Figure 1. Gate-type map.
Drawn at 4 px/um.
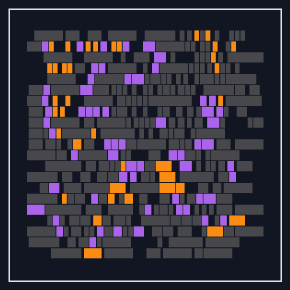
Figure 2. Clock wires, drivers and flops.
Drawn at 4 px/um.
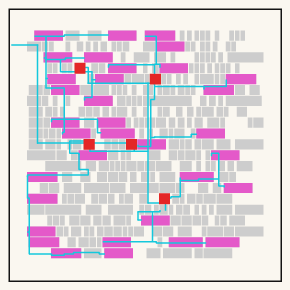
Figure 3. Signal wires by layer.
Drawn at 6 px/um.
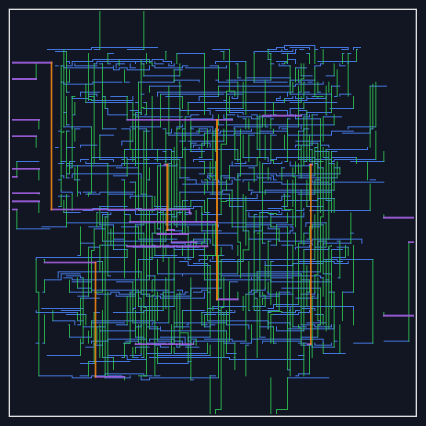
Figure 4. PDN straps and rails.
Drawn at 6 px/um. Pins as bars on the die edge.
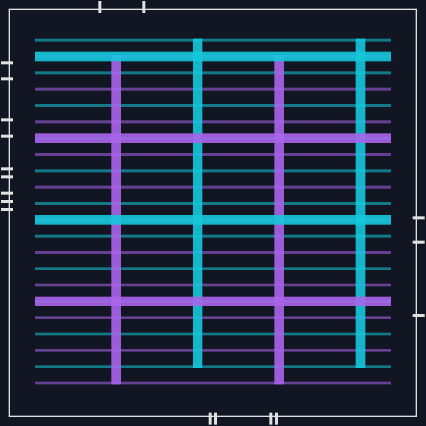
Figure 5. Clock nets.
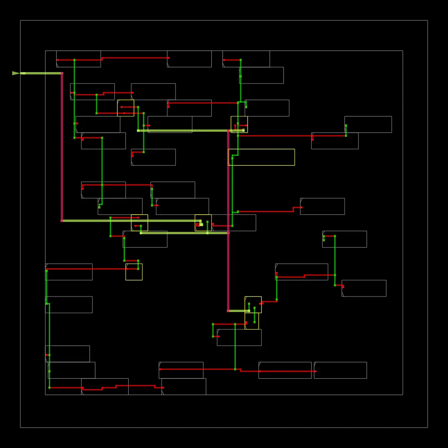
### config.mk
export PLATFORM = sky130hd
export DESIGN_NAME = uart_tx
export DESIGN_NICKNAME = d
export VERILOG_FILES = /design/src/rtl/uart_tx.sv
export SDC_FILE = /design/constraint.sdc
export NUM_CORES = 1
export LEC_CHECK = 0
export ABC_AREA = 1
export CAP_MARGIN = 20
export CORE_MARGIN = 4
export CORE_UTILIZATION = 51
export DETAILED_ROUTE_END_ITERATION = 12
export PLACE_DENSITY = 0.72
export SETUP_SLACK_MARGIN = 0.1
export SLEW_MARGIN = 20
export SYNTH_ARGS = -nofsm -noshare
export SYNTH_HDL_FRONTEND = slang
export SYNTH_SLANG_ARGS = --single-unit
### constraint.sdc
create_clock -name clk -period 1.6 [get_ports clk]
set_clock_uncertainty 0.15 [all_clocks]
set_input_delay 0.16 -clock clk [delete_from_list [all_inputs] [get_ports clk]]
set_output_delay 0.16 -clock clk [all_outputs]
set_load 0.1 [all_outputs]
### src/rtl/uart_tx.sv
// uart_tx -- serial transmitter with a THR/TSR double buffer.
//
// A byte is written into the Transmit Holding Register (THR). When the line
// is free, the THR is copied into the Transmit Shift Register (TSR). The TSR
// is then sent as a frame on tx_pin:
//   start (0), data[0..7] LSB first, optional even parity, stop (1).
// Bit timing comes from a 16x tick divider, so one bit period is
// 16*CLKS_PER_TICK clk cycles. This matches the 16x sampling in uart_rx.
//
// Parameters
//   CLKS_PER_TICK : clk cycles per 16x tick (>= 1)
//   PARITY_EN     : 1 inserts an even parity bit (^data) after data bit 7
//
// Ports
//   clk       : single clock
//   rst       : synchronous, active-high reset
//   thr_wr    : THR write strobe; accepted only when thr_empty is 1
//   THR       : byte captured on an accepted write
//   tx_pin    : serial output, idles high
//   thr_empty : 1 when the THR can take a write
//   tx_busy   : 1 while any frame bit (start..stop) is on the line
//   tx_done   : one-cycle pulse during the last cycle of each stop bit
//   state_dbg : current FSM state (IDLE=0 START=1 DATA=2 PARITY=3 STOP=4)
//
// Handshake: THR accepts on a rising clk edge where thr_wr=1 and
// thr_empty=1. There is no ready/valid back-pressure beyond thr_empty. A
// write while thr_empty=0 is silently ignored and leaves the THR unchanged.
//
// All outputs are registered.

module uart_tx #(
  parameter int CLKS_PER_TICK = 16,
  parameter bit PARITY_EN     = 1'b1
) (
  input  logic       clk,
  input  logic       rst,
  input  logic       thr_wr,
  input  logic [7:0] THR,
  output logic       tx_pin,
  output logic       thr_empty,
  output logic       tx_busy,
  output logic       tx_done,
  output logic [2:0] state_dbg
);

  typedef enum logic [2:0] {
    S_IDLE   = 3'd0,
    S_START  = 3'd1,
    S_DATA   = 3'd2,
    S_PARITY = 3'd3,
    S_STOP   = 3'd4
  } state_t;

  // Divider width. A single bit is kept even when CLKS_PER_TICK is 1, so
  // that the counter declaration stays legal.
  localparam int DIV_W = (CLKS_PER_TICK > 1) ? $clog2(CLKS_PER_TICK) : 1;

  // Last divider value of a tick.
  localparam logic [DIV_W-1:0] DIV_LAST = DIV_W'(CLKS_PER_TICK - 1);

  // Counter position one clk before the end of a bit. tx_done is registered,
  // so it is raised from here and is then high during the final cycle of the
  // stop bit. With one clk per tick, that position is tick 14.
  // Otherwise it is tick 15 at divider value CLKS_PER_TICK-2.
  localparam logic [DIV_W-1:0] DIV_PRE = DIV_W'((CLKS_PER_TICK > 1) ? CLKS_PER_TICK - 2 : 0);
  localparam logic [3:0]       SUB_PRE = (CLKS_PER_TICK > 1) ? 4'd15 : 4'd14;

  state_t           state;
  logic [DIV_W-1:0] div_cnt;
  logic [3:0]       sub_cnt;
  logic [2:0]       bit_idx;
  logic [7:0]       thr_reg;
  logic [7:0]       tsr;

  logic tick;
  logic bit_end;
  logic pre_end;

  assign tick    = (div_cnt == DIV_LAST);
  assign bit_end = tick && (sub_cnt == 4'd15);
  assign pre_end = (div_cnt == DIV_PRE) && (sub_cnt == SUB_PRE);

  assign state_dbg = state;

  always_ff @(posedge clk) begin
    if (rst) begin
      state     <= S_IDLE;
      div_cnt   <= '0;
      sub_cnt   <= '0;
      bit_idx   <= '0;
      thr_reg   <= '0;
      tsr       <= '0;
      tx_pin    <= 1'b1;
      thr_empty <= 1'b1;
      tx_busy   <= 1'b0;
      tx_done   <= 1'b0;
    end else begin
      tx_done <= 1'b0;

      // THR write. This branch needs thr_empty=1, while a THR->TSR transfer
      // below needs thr_empty=0. The two never update thr_empty in the
      // same cycle. A write on the transfer edge is therefore dropped.
      if (thr_wr && thr_empty) begin
        thr_reg   <= THR;
        thr_empty <= 1'b0;
      end

      // Bit timing runs only while a frame is on the line. Both counters
      // wrap to 0 at every bit end. A frame load clears them again below.
      if (state != S_IDLE) begin
        div_cnt <= tick ? '0 : div_cnt + 1'b1;
        if (tick) begin
          sub_cnt <= sub_cnt + 4'd1;
        end
      end

      case (state)
        S_IDLE: begin
          tx_pin <= 1'b1;
          if (!thr_empty) begin
            tsr       <= thr_reg;
            thr_empty <= 1'b1;
            tx_pin    <= 1'b0;
            tx_busy   <= 1'b1;
            div_cnt   <= '0;
            sub_cnt   <= '0;
            bit_idx   <= '0;
            state     <= S_START;
          end
        end

        S_START: begin
          if (bit_end) begin
            tx_pin  <= tsr[0];
            bit_idx <= 3'd0;
            state   <= S_DATA;
          end
        end

        S_DATA: begin
          if (bit_end) begin
            if (bit_idx == 3'd7) begin
              if (PARITY_EN) begin
                tx_pin <= ^tsr;
                state  <= S_PARITY;
              end else begin
                tx_pin <= 1'b1;
                state  <= S_STOP;
              end
            end else begin
              tx_pin  <= tsr[bit_idx + 3'd1];
              bit_idx <= bit_idx + 3'd1;
            end
          end
        end

        S_PARITY: begin
          if (bit_end) begin
            tx_pin <= 1'b1;
            state  <= S_STOP;
          end
        end

        S_STOP: begin
          if (pre_end) begin
            tx_done <= 1'b1;
          end
          if (bit_end) begin
            if (!thr_empty) begin
              // Back-to-back: the next start bit follows the stop bit
              // directly. tx_busy stays high across the boundary.
              tsr       <= thr_reg;
              thr_empty <= 1'b1;
              tx_pin    <= 1'b0;
              div_cnt   <= '0;
              sub_cnt   <= '0;
              bit_idx   <= '0;
              state     <= S_START;
            end else begin
              tx_pin  <= 1'b1;
              tx_busy <= 1'b0;
              state   <= S_IDLE;
            end
          end
        end

        default: begin
          tx_pin  <= 1'b1;
          tx_busy <= 1'b0;
          state   <= S_IDLE;
        end
      endcase
    end
  end

endmodule

==> run notes <==
The all-layer global routing usage was 0.220; the final number of max-transition violations was 0. The slowest stage of the critical path is the sky130_fd_sc_hd__dfxtp_2 cell. The post-synthesis share of cell area spent on and, or, nand and nor gates is 0.314, and the detailed-placement wirelength estimate is 3.01 mm.

With the post-synthesis share of cell area spent on xor and xnor gates at 0.00483, the clock-cell share of area is 0.0308. In this run, distinct cell masters in the synthesized netlist total 27. The logs give 0.781 for the relative slew slack and 18 for the I/O pin total.

The run gives 3 for the cell depth of the worst min-delay path. In the final layout, the fill cell count is 245. The cell sitting at the root of the clock tree is a sky130_fd_sc_hd__clkbuf_4. The fraction of area in non-clock buffers was 0.186.

The global routing met3 resource utilization is 0.0616, and the maximum buffer depth of the clock tree is 2. With the data arrival time of the critical path at 1730 ps, the combinational power is 2.08 mW. Routability congestion estimate from global placement: 0.851.

The main area contributors are sky130_fd_sc_hd__dfxtp_1, sky130_fd_sc_hd__nand2_1, sky130_fd_sc_hd__o21ai_0. CTS built an H-tree with a depth of 2. The total overflow left after global routing is 0. Counting the inverters off the clock network in the layout gives 38. After clock tree synthesis, the setup repair step added 5 buffers.

The library cell occupying the most area in the post-synthesis netlist was sky130_fd_sc_hd__dfxtp_1. The transition time recorded at the tightest slew-check pin is 325 ps. After synthesis, the chip area reported by Yosys is 1810 sq um. The endpoint of the worst hold path is thr_reg[4]. Grouping stages by cell kind, the critical path spends the most delay in simple AND/OR/NAND/NOR gates. Looking at the worst setup and hold paths, the clock pins of their registers show a slew of 120 ps. For this run, the post-layout net count is 343. The run gives 0.298 for the share of power burned in registers.

The count of non-CTS buffers in the layout came out at 49. Per the Yosys statistics, synthesis produced 273 cells. For the later-pin clock latency in the skew report, the log shows 350 ps. The flow ran to the end, and the final reports show no timing, DRC or antenna violations. The run gives 7.56 mm as the wire length of the first global-routing pass. In this design, the stage delay of the slowest critical-path cell is 370 ps. The final worst-path cycle share came out at 0.993. Per the log, the first TritonRoute iteration ended with a DRC count of 180. The portion of synthesized cell area occupied by the leading cell type came out at 0.376. The count of antenna diodes in the layout is 0.

Busiest layer in global routing: met2. STA classifies the critical path startpoint as a flip-flop. Per the layout area report, the register area comes to 704 sq um. The worst-case setup slack after placement was -130 ps; the detailed-routing iteration count for the pre-antenna-repair pass was 4.

Hold-check failures listed in the final report amount to 0. The mux contribution to synthesized area is 0. The leakage power figure is 1.15 nW. The die extent in y is 67.6 um.

After routing the design area is 2640 sq um. The highest-power group was combinational logic. The final layout reports a setup TNS of 0 ps.

The critical path maximum fanout is 8. There are 34 flip-flops and latches. The tools report the internal power consumption as 2.15 mW.

The post-synthesis sequential area ratio was 0.376. Dividing the synthesized area by the synthesized cell count gives 6.64 sq um. Routed length on met2: 2.14 mm.

Nets still carrying antenna violations after routing amount to 0. The buffer-and-inverter tally for the worst setup path came out at 2. The number of nets handed over by synthesis was 289. In this run the layout overhead on the synthesized area is reported as 45.9%.

Count of port buffers added during placement: 17. The worst setup path is captured at a flip-flop. In the post-synthesis netlist, the cell with the most instances is sky130_fd_sc_hd__nand2_1. The number of stages on the worst setup path came out at 8. The classification of the worst-slack hold path was input pin to flip-flop.

The final total power is 3.90 mW, and the reported max-cap violation count is 0. The worst register-to-register path begins at sub_cnt[0].
About Figure 1:
Key: purple = inverting AOI/OAI gates [cells 61, most used o21ai_1]; orange = NOR gates [cells 37, most used nor2_1]
dominant logic cell type in the layout: sky130_fd_sc_hd__nand2_1
number of cells in the finished layout apart from fillers: 374
multi-input gate share of total cell area: 0.436

About Figure 2:
Key: magenta = flip-flops [count 34]; red = cells driving clock nets [count 5]; cyan = clock wires [length 466 um]
There are 6 routed clock nets. Position of the flops: widely spread.

About Figure 3:
Key: blue = met1 [wire length 2180 um]; orange = met4 [wire length 114 um]; purple = met3 [wire length 157 um]; green = met2 [wire length 2140 um]

About Figure 4:
Key: cyan = VDD; purple = VSS
4 straps on met5. 18 signal pins sit on the boundary. 22 met1 rails follow the rows. 4 straps on met4.

About Figure 5:
clock network power: 662 uW
clock tree buffer count of the final layout: 5
number of buffers added by the clock tree synthesis step: 5

Power and IR drop assume default switching activity.
